==> config.mk <==
export PLATFORM = sky130hd
export DESIGN_NAME = uart_boot_loader_flat
export DESIGN_NICKNAME = d
export VERILOG_FILES = /design/src/rtl/uart_boot_loader_pkg.sv /design/src/rtl/uart_boot_loader_if.sv /design/src/rtl/uart_boot_loader_timeout.sv /design/src/rtl/uart_boot_loader.sv /design/src/flat_wrapper.sv
export SDC_FILE = /design/constraint.sdc
export NUM_CORES = 1
export LEC_CHECK = 0
export CAP_MARGIN = 0
export CELL_PAD_IN_SITES_DETAIL_PLACEMENT = 1
export CELL_PAD_IN_SITES_GLOBAL_PLACEMENT = 1
export CORE_MARGIN = 3
export CORE_UTILIZATION = 42
export DETAILED_ROUTE_END_ITERATION = 12
export GPL_ROUTABILITY_DRIVEN = 0
export GPL_TIMING_DRIVEN = 0
export PLACE_DENSITY = 0.83
export SLEW_MARGIN = 5
export SYNTH_ARGS = -nofsm -noshare
export SYNTH_HDL_FRONTEND = slang
export SYNTH_SLANG_ARGS = --single-unit
==> constraint.sdc <==
create_clock -name clk -period 4.9 [get_ports clk]
set_clock_uncertainty 0.2 [all_clocks]
set_input_delay 0.49 -clock clk [delete_from_list [all_inputs] [get_ports clk]]
set_output_delay 0.49 -clock clk [all_outputs]
set_load 0.01 [all_outputs]
==> src/rtl/uart_boot_loader_pkg.sv <==
// rtl/uart_boot_loader_pkg.sv - shared types and constants for the UART boot loader
package uart_boot_loader_pkg;

    // Frame sequencing states of the loader.
    typedef enum logic [2:0] {
        WAIT_LEN0,
        WAIT_LEN1,
        LOAD,
        CHECK,
        RUN,
        ERROR
    } boot_state_type;

    // Number of little-endian bytes carrying the word count at the head of a frame.
    localparam int BOOT_LEN_BYTES = 2;

endpackage

==> src/rtl/uart_boot_loader_if.sv <==
// rtl/uart_boot_loader_if.sv - byte receive strobe and instruction memory load port
interface uart_boot_loader_if #(
    parameter int IMEM_DEPTH_WORDS = 1024
);

    localparam int ADDR_W = $clog2(IMEM_DEPTH_WORDS);

    logic              rx_valid;
    logic [7:0]        rx_data;
    logic              imem_we;
    logic [ADDR_W-1:0] imem_addr;
    logic [31:0]       imem_wdata;

    // Loader side: consumes received bytes, drives the memory write port.
    modport master (
        input  rx_valid,
        input  rx_data,
        output imem_we,
        output imem_addr,
        output imem_wdata
    );

    // UART / memory side: supplies bytes, observes the write port.
    modport slave (
        output rx_valid,
        output rx_data,
        input  imem_we,
        input  imem_addr,
        input  imem_wdata
    );

endinterface

==> src/rtl/uart_boot_loader_timeout.sv <==
// rtl/uart_boot_loader_timeout.sv - inter-byte idle counter that flags a stalled frame
module boot_timeout_counter #(
    parameter int TIMEOUT_CYCLES = 1000000
) (
    input  logic clk,
    input  logic rst,
    input  logic clear_i,
    input  logic enable_i,
    output logic expired_o
);

    localparam int               CNT_W = $clog2(TIMEOUT_CYCLES + 1);
    localparam logic [CNT_W-1:0] LAST  = CNT_W'(TIMEOUT_CYCLES - 1);

    logic [CNT_W-1:0] cnt_q;
    logic [CNT_W-1:0] cnt_d;

    // Count idle cycles while enabled; any accepted byte or state change restarts the count.
    always_comb begin
        cnt_d = cnt_q;
        if (clear_i || !enable_i) begin
            cnt_d = '0;
        end else if (cnt_q != LAST) begin
            cnt_d = cnt_q + 1'b1;
        end
    end

    // Counter register.
    always_ff @(posedge clk) begin
        if (rst) begin
            cnt_q <= '0;
        end else begin
            cnt_q <= cnt_d;
        end
    end

    // Depends only on the registered count so the FSM can feed clear_i back without a loop.
    assign expired_o = enable_i && (cnt_q == LAST);

endmodule

==> src/rtl/uart_boot_loader.sv <==
// rtl/uart_boot_loader.sv - receives a UART program image, loads imem, releases the core on good checksum
module uart_boot_loader
    import uart_boot_loader_pkg::*;
#(
    parameter int IMEM_DEPTH_WORDS = 1024,
    parameter int TIMEOUT_CYCLES   = 1000000
) (
    input  logic                clk,
    input  logic                rst,
    uart_boot_loader_if.master  bus,
    output logic                core_rst,
    output logic                busy,
    output logic                load_done,
    output logic                load_error
);

    localparam int               ADDR_W  = $clog2(IMEM_DEPTH_WORDS);
    localparam int               LEN_W   = 8 * BOOT_LEN_BYTES;
    localparam logic [LEN_W-1:0] DEPTH_L = LEN_W'(IMEM_DEPTH_WORDS);

    boot_state_type    state_q, state_d;
    logic [LEN_W-1:0]  len_q, len_d;
    logic [ADDR_W:0]   word_idx_q, word_idx_d;
    logic [1:0]        byte_idx_q, byte_idx_d;
    logic [7:0]        csum_q, csum_d;
    logic [23:0]       asm_q, asm_d;
    logic              we_q, we_d;
    logic [ADDR_W-1:0] addr_q, addr_d;
    logic [31:0]       wdata_q, wdata_d;
    logic              core_rst_q, core_rst_d;
    logic              busy_q, busy_d;
    logic              done_q, done_d;
    logic              err_q, err_d;

    logic              to_enable;
    logic              to_clear;
    logic              to_expired;
    logic [LEN_W-1:0]  full_len;
    logic              last_word;

    // The top byte of the length arrives in WAIT_LEN1 and is combined with the stored low byte.
    assign full_len  = {bus.rx_data, len_q[7:0]};
    // word_idx is one bit wider than an address so N equal to the full depth still compares.
    assign last_word = (LEN_W'(word_idx_q) + 1'b1) == len_q;

    assign to_enable = (state_q == WAIT_LEN1) || (state_q == LOAD) || (state_q == CHECK);
    assign to_clear  = bus.rx_valid || (state_d != state_q);

    boot_timeout_counter #(
        .TIMEOUT_CYCLES(TIMEOUT_CYCLES)
    ) u_timeout (
        .clk      (clk),
        .rst      (rst),
        .clear_i  (to_clear),
        .enable_i (to_enable),
        .expired_o(to_expired)
    );

    // Next-state and registered-output logic; a byte arriving in the expiry cycle beats the timeout.
    always_comb begin
        state_d    = state_q;
        len_d      = len_q;
        word_idx_d = word_idx_q;
        byte_idx_d = byte_idx_q;
        csum_d     = csum_q;
        asm_d      = asm_q;
        we_d       = 1'b0;
        addr_d     = addr_q;
        wdata_d    = wdata_q;
        core_rst_d = core_rst_q;
        done_d     = done_q;
        err_d      = err_q;

        unique case (state_q)
            WAIT_LEN0, ERROR: begin
                if (bus.rx_valid) begin
                    len_d   = {{(LEN_W-8){1'b0}}, bus.rx_data};
                    err_d   = 1'b0;
                    state_d = WAIT_LEN1;
                end
            end
            WAIT_LEN1: begin
                if (bus.rx_valid) begin
                    len_d = full_len;
                    if ((full_len == '0) || (full_len > DEPTH_L)) begin
                        state_d = ERROR;
                    end else begin
                        state_d    = LOAD;
                        word_idx_d = '0;
                        byte_idx_d = '0;
                        csum_d     = '0;
                    end
                end else if (to_expired) begin
                    state_d = ERROR;
                end
            end
            LOAD: begin
                if (bus.rx_valid) begin
                    csum_d     = csum_q ^ bus.rx_data;
                    byte_idx_d = byte_idx_q + 2'd1;
                    case (byte_idx_q)
                        2'd0: asm_d[7:0]   = bus.rx_data;
                        2'd1: asm_d[15:8]  = bus.rx_data;
                        2'd2: asm_d[23:16] = bus.rx_data;
                        default: begin
                            // Lane 3 goes straight into the write word; the pulse fires next cycle.
                            we_d       = 1'b1;
                            addr_d     = word_idx_q[ADDR_W-1:0];
                            wdata_d    = {bus.rx_data, asm_q};
                            word_idx_d = word_idx_q + 1'b1;
                            if (last_word) begin
                                state_d = CHECK;
                            end
                        end
                    endcase
                end else if (to_expired) begin
                    state_d = ERROR;
                end
            end
            CHECK: begin
                if (bus.rx_valid) begin
                    if (bus.rx_data == csum_q) begin
                        state_d    = RUN;
                        core_rst_d = 1'b0;
                        done_d     = 1'b1;
                    end else begin
                        state_d = ERROR;
                    end
                end else if (to_expired) begin
                    state_d = ERROR;
                end
            end
            RUN: begin
            end
            default: begin
                state_d = ERROR;
            end
        endcase

        if (state_d == ERROR) begin
            err_d = 1'b1;
        end
        busy_d = (state_d == WAIT_LEN1) || (state_d == LOAD) || (state_d == CHECK);
    end

    // State and output registers.
    always_ff @(posedge clk) begin
        if (rst) begin
            state_q    <= WAIT_LEN0;
            len_q      <= '0;
            word_idx_q <= '0;
            byte_idx_q <= '0;
            csum_q     <= '0;
            asm_q      <= '0;
            we_q       <= 1'b0;
            addr_q     <= '0;
            wdata_q    <= '0;
            core_rst_q <= 1'b1;
            busy_q     <= 1'b0;
            done_q     <= 1'b0;
            err_q      <= 1'b0;
        end else begin
            state_q    <= state_d;
            len_q      <= len_d;
            word_idx_q <= word_idx_d;
            byte_idx_q <= byte_idx_d;
            csum_q     <= csum_d;
            asm_q      <= asm_d;
            we_q       <= we_d;
            addr_q     <= addr_d;
            wdata_q    <= wdata_d;
            core_rst_q <= core_rst_d;
            busy_q     <= busy_d;
            done_q     <= done_d;
            err_q      <= err_d;
        end
    end

    assign bus.imem_we    = we_q;
    assign bus.imem_addr  = addr_q;
    assign bus.imem_wdata = wdata_q;
    assign core_rst       = core_rst_q;
    assign busy           = busy_q;
    assign load_done      = done_q;
    assign load_error     = err_q;

endmodule

==> src/flat_wrapper.sv <==
// flat-port wrapper written by rule: the top's interface ports become plain ports
module uart_boot_loader_flat import uart_boot_loader_pkg::*;
#(
    parameter int IMEM_DEPTH_WORDS = 1024,
    parameter int TIMEOUT_CYCLES   = 1000000
)
  (clk, rst, core_rst, busy, load_done, load_error, bus_rx_valid, bus_rx_data, bus_imem_we, bus_imem_addr, bus_imem_wdata);
  uart_boot_loader_if #(.IMEM_DEPTH_WORDS(IMEM_DEPTH_WORDS)) bus_i ();
  input  logic clk;
  input  logic rst;
  output logic core_rst;
  output logic busy;
  output logic load_done;
  output logic load_error;
  input wire logic [$bits(bus_i.rx_valid)-1:0] bus_rx_valid;
  input wire logic [$bits(bus_i.rx_data)-1:0] bus_rx_data;
  output wire logic [$bits(bus_i.imem_we)-1:0] bus_imem_we;
  output wire logic [$bits(bus_i.imem_addr)-1:0] bus_imem_addr;
  output wire logic [$bits(bus_i.imem_wdata)-1:0] bus_imem_wdata;
  assign bus_i.rx_valid = bus_rx_valid;
  assign bus_i.rx_data = bus_rx_data;
  assign bus_imem_we = bus_i.imem_we;
  assign bus_imem_addr = bus_i.imem_addr;
  assign bus_imem_wdata = bus_i.imem_wdata;
  uart_boot_loader #(.IMEM_DEPTH_WORDS(IMEM_DEPTH_WORDS), .TIMEOUT_CYCLES(TIMEOUT_CYCLES)) u_core (.clk(clk), .rst(rst), .bus(bus_i), .core_rst(core_rst), .busy(busy), .load_done(load_done), .load_error(load_error));
endmodule
==> summary.txt <==
Reports from this run.

- The fraction of power spent switching nets is a little over a fifth.
- The achievable clock frequency reads between 300 and 400 MHz.
- After detailed routing, the wire length on met1 is ~7400 um.
- The total number of H-tree levels reads 4.
- The layout summary lists the proportion of cells stronger than drive strength 1 as approximately 6.3%.
- Data on the critical path is required at its endpoint by approximately 5000 ps.
- The number of non-clock inverters reads 6.
- Dividing the final minimum period by the clock period gives 64.4%.
- The gate count after technology mapping is ~720.
- The tool flagged a number of max-cap violations equal to 0.
- STA classifies the critical path startpoint as a primary input.
- The number of setup violations in the final report is 0.
- As reported, the later end of the worst-skew pair has a clock insertion delay of approximately 430 ps.
- The placement-stage cell area reads 0.00643 mm^2.
- The post-synthesis to final-layout area growth is 23.5%.
- The sequential logic power reads between 1 and 1.5 mW.
- The number of multi-input logic gates is around 520.
- Counting instances, the worst hold path has a depth of 2.
- The flip-flop count of the largest register after layout reads 32.
- The chip area reads 0.0150 mm^2.
- In this run the vertical extent of the chip is approximately 120 um.
- The number of global-route vias before repair reads approximately 5600.
- At the placement stage, the worst setup path has a slack of 1330 ps.
- Summed over all layers, the global routing overflow is 0.
- The number of vias per cell is around 5.5.
- The maximum number of pins on one net before global-route repair is 17.
- The first global-routing pass estimated ~28000 um of wire.
- The number of resized instances in the post-cts repair step reads 0.
- The synthesized netlist was found by Yosys to have roughly 720 cells.
- The top routing layer in use is met4.
- Summing over the stages, the warning tally comes to 29.
- The clock network consumes a total of around 1.4 mW.
- Per the repair_timing log after CTS, setup buffers inserted total 0.
- The fraction of cell area in sequential cells is reported as a little under two fifths.
- The largest single stage delay on the critical path is 620 ps.
- The tightest hold margin reads roughly 250 ps.
- The tally of yosys warning messages is 0.
- By area the synthesized netlist is led by sky130_fd_sc_hd__dfxtp_1 (46%), sky130_fd_sc_hd__nand2_1 (9.4%), sky130_fd_sc_hd__a21oi_1 (8.8%).
- The combinational gate area is roughly 0.0028 mm^2.
- In the synthesized netlist the async set-or-reset flop fraction comes to 0%.
- The endpoint of the worst hold-timing path reads u_core.bus.imem_wdata[1].
- The post-route core utilization reads 54.4%.
- Counting buffers and inverters, the worst setup path is 9 cells deep.
- The synthesized design spends more area on one cell type than any other, namely sky130_fd_sc_hd__dfxtp_1.
- The number of cells on the worst reg-to-reg path reads 8.
- The worst-case reg-to-reg setup slack stands at 1780 ps.
- The library cells used most frequently in the layout, excluding fill and tap cells, are sky130_fd_sc_hd__nand2_1 (143), sky130_fd_sc_hd__dfxtp_1 (131), sky130_fd_sc_hd__a21oi_1 (100).
- The largest cell class by area is multi-input combinational cells.
- The worst hold path class reads reg2reg.
- The critical path capture point type is a flop.
- The leakage power summed over all cells reads about 2.3 nW.
- Nets still carrying antenna violations after routing amount to 0.
- The part of the power in combinational logic is between 4 and 5%.
- The combinational cell power reads between 100 and 150 uW.
- The startpoint identified for the worst hold timing path is u_core.bus.imem_wdata[1].
- The cell-internal power reads around 2 mW.
- For this run the detailed placement stage logged an HPWL of 11800 um.
- During I/O placement, the number of pins put on the boundary was between 50 and 60.
- The number of cells after detailed placement reads between 900 and 1000.
- The critical path's slowest cell reads sky130_fd_sc_hd__clkdlybuf4s50_1.
- The critical path is of the in2reg type.
- The count of library flops with an enable pin reads 0.
- The multi-input gate share of the layout cell area is between 40% and 50%.
- The site row count is 41.
- The count of inserted antenna diode cells is 0.
- The timing report notes that buffer and inverter cells on the critical path total 4.
- The maximum vdd drop reads ~220 uV.
- The switching power of the nets is between 500 and 600 uW.
- The initial cell density of the core reads 44.0%.
- The DRC marker count from the first detailed-route iteration is between 300 and 400.
- The total power draw reads 2.55 mW.
- The top cell family by delay on the critical path is buffers and inverters.
- The share of the yosys chip area belonging to registers reads roughly 46%.
- By count the netlist is led by sky130_fd_sc_hd__nand2_1 (143), sky130_fd_sc_hd__dfxtp_1 (131), sky130_fd_sc_hd__a21oi_1 (100).
- The count of clock-net buffers in the final layout is 22.
- For reference, the post-synthesis area per instance comes to about 8.0 um^2.
- The number of input and output port buffers inserted reads roughly 50.
- The setup TNS is 0 ps.
- The count of non-CTS buffers in the layout reads 107.
- Setup repair after global routing left no endpoint under its margin.
- The synthesized area reads approximately 0.0057 mm^2.
- The transition time at the pin with the least slew margin reads around 760 ps.
- The peak fanout along the critical path reads 10.
- In the log, the iteration count for the first detailed-route pass is 4.
- Summed over all nets, wire length on met3 after detailed routing comes to 867 um.
- The area fraction of the largest cell type after synthesis is between 40% and 50%.
- The worst path in the final design needs a cycle of around 3200 ps, including I/O delays and setup.
- The x dimension of the die reads roughly 120 um.
- The count of pins over their slew limit is 0.
- The number of failing hold endpoints at the final stage is 0.
- The chip area line in the Yosys stat output reads 0.00571 mm^2.
- After clock tree synthesis, the flow added hold-fix buffers numbering 0.
- The run finished with clean final reports.
- The sequential power share is roughly 43%.
- When the netlist entered floorplanning its net count stood at roughly 740.
- The overall fraction of global-route tracks in use reads between 20 and 25%.
- Per the GRT log, the top usage layer is met2.
- The relative slew slack reads roughly 49%.
- The final net count is 804.
- The number of sinks on the clock net reads between 100 and 150.
- The dominant synthesized flop cell reads sky130_fd_sc_hd__dfxtp_1.
- The end of the worst register-to-register path is u_core.busy.
- For reference, the critical path cell chain is clkdlybuf4s50_1, inv_1, nor4b_1, and2_1, clkbuf_1, a21oi_1, buf_2, a211oi_1, nor3_1.
- TritonCTS built the clock tree.
- Summed over all nets, wire length on met2 after detailed routing comes to between 8000 and 9000 um.
- The CTS root buffer is sky130_fd_sc_hd__clkbuf_16.
-- worst max path at each step --
stage / from / slack, ps / to
after floorplan: u_core.word_idx_q[0] / 2310 / u_core.busy
after global placement: bus_rx_valid / 1400 / u_core.word_idx_q[8]
after detailed placement: bus_rx_valid / 1330 / u_core.word_idx_q[8]
after CTS: bus_rx_valid / 1750 / u_core.word_idx_q[8]
after global routing: bus_rx_valid / 1610 / u_core.word_idx_q[8]
final: bus_rx_valid / 1750 / u_core.word_idx_q[8]
-- cells by family (layout without fill, tap and decap cells) --
group	count (synthesis)	in the layout	synth area share [%]
AND/OR/NAND/NOR	329	329	27.1
AND-OR/OR-AND	142	142	13.6
flip-flops	131	131	45.9
buffers and inverters	63	145	4.60
XOR/XNOR	37	37	5.67
multiplexers	10	10	1.77
adder cells (fa/ha/maj)	6	6	1.31
**Placed standard cells**

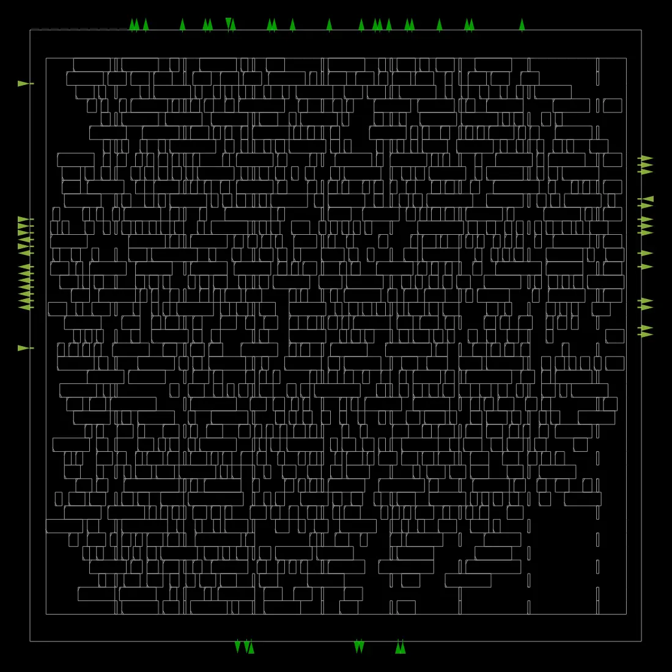
Core Box Area: 0.0130 mm^2
n_taps: 172
number of standard cells in the final layout excluding fillers: 972
num sequential: 131

**Metal layers overlaid**

Scale bar: 20 um.
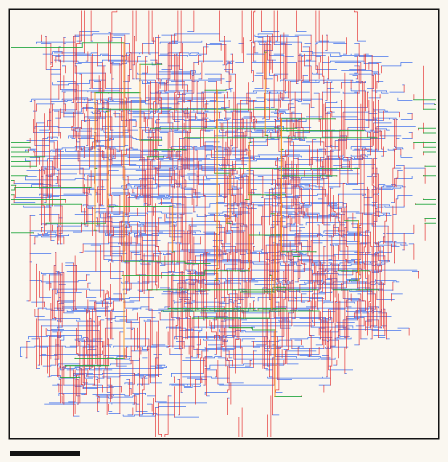
layer	color	wire length
metal 2	red	8570 um
metal 3	green	868 um
metal 4	orange	414 um
metal 1	blue	7400 um
final WL: 17200 um
Via Count: 5316
average routed wire per standard cell: 17.7 um

**Cells by drive strength**

Scale bar: 20 um.
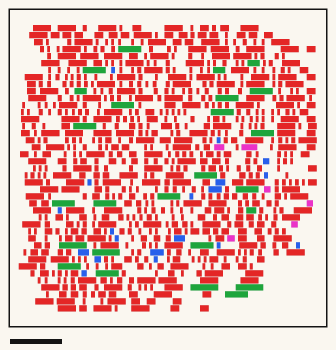
size	color	cells	share
_3 and _4 cells	magenta	6	0.75%
_2 cells	blue	19	2.4%
_0 and _1 cells	red	750	94%
_6 and larger	green	25	3.1%
finished layout cell area: 0.00706 mm^2
setup slack of the critical path after layout: 1750 ps

**Metal 3**

Scale bar: 20 um.
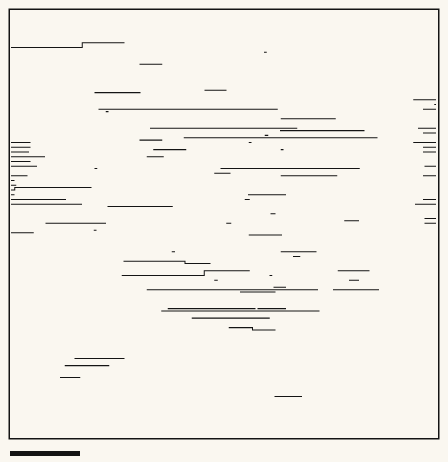
share of all routed wire	5.0%
nets with wire on the layer	53
wire length on this layer	868 um
main direction	horizontal
longest straight run	55.2 um
M3 GR Usage: 5.58%

Power and IR drop assume default switching activity.
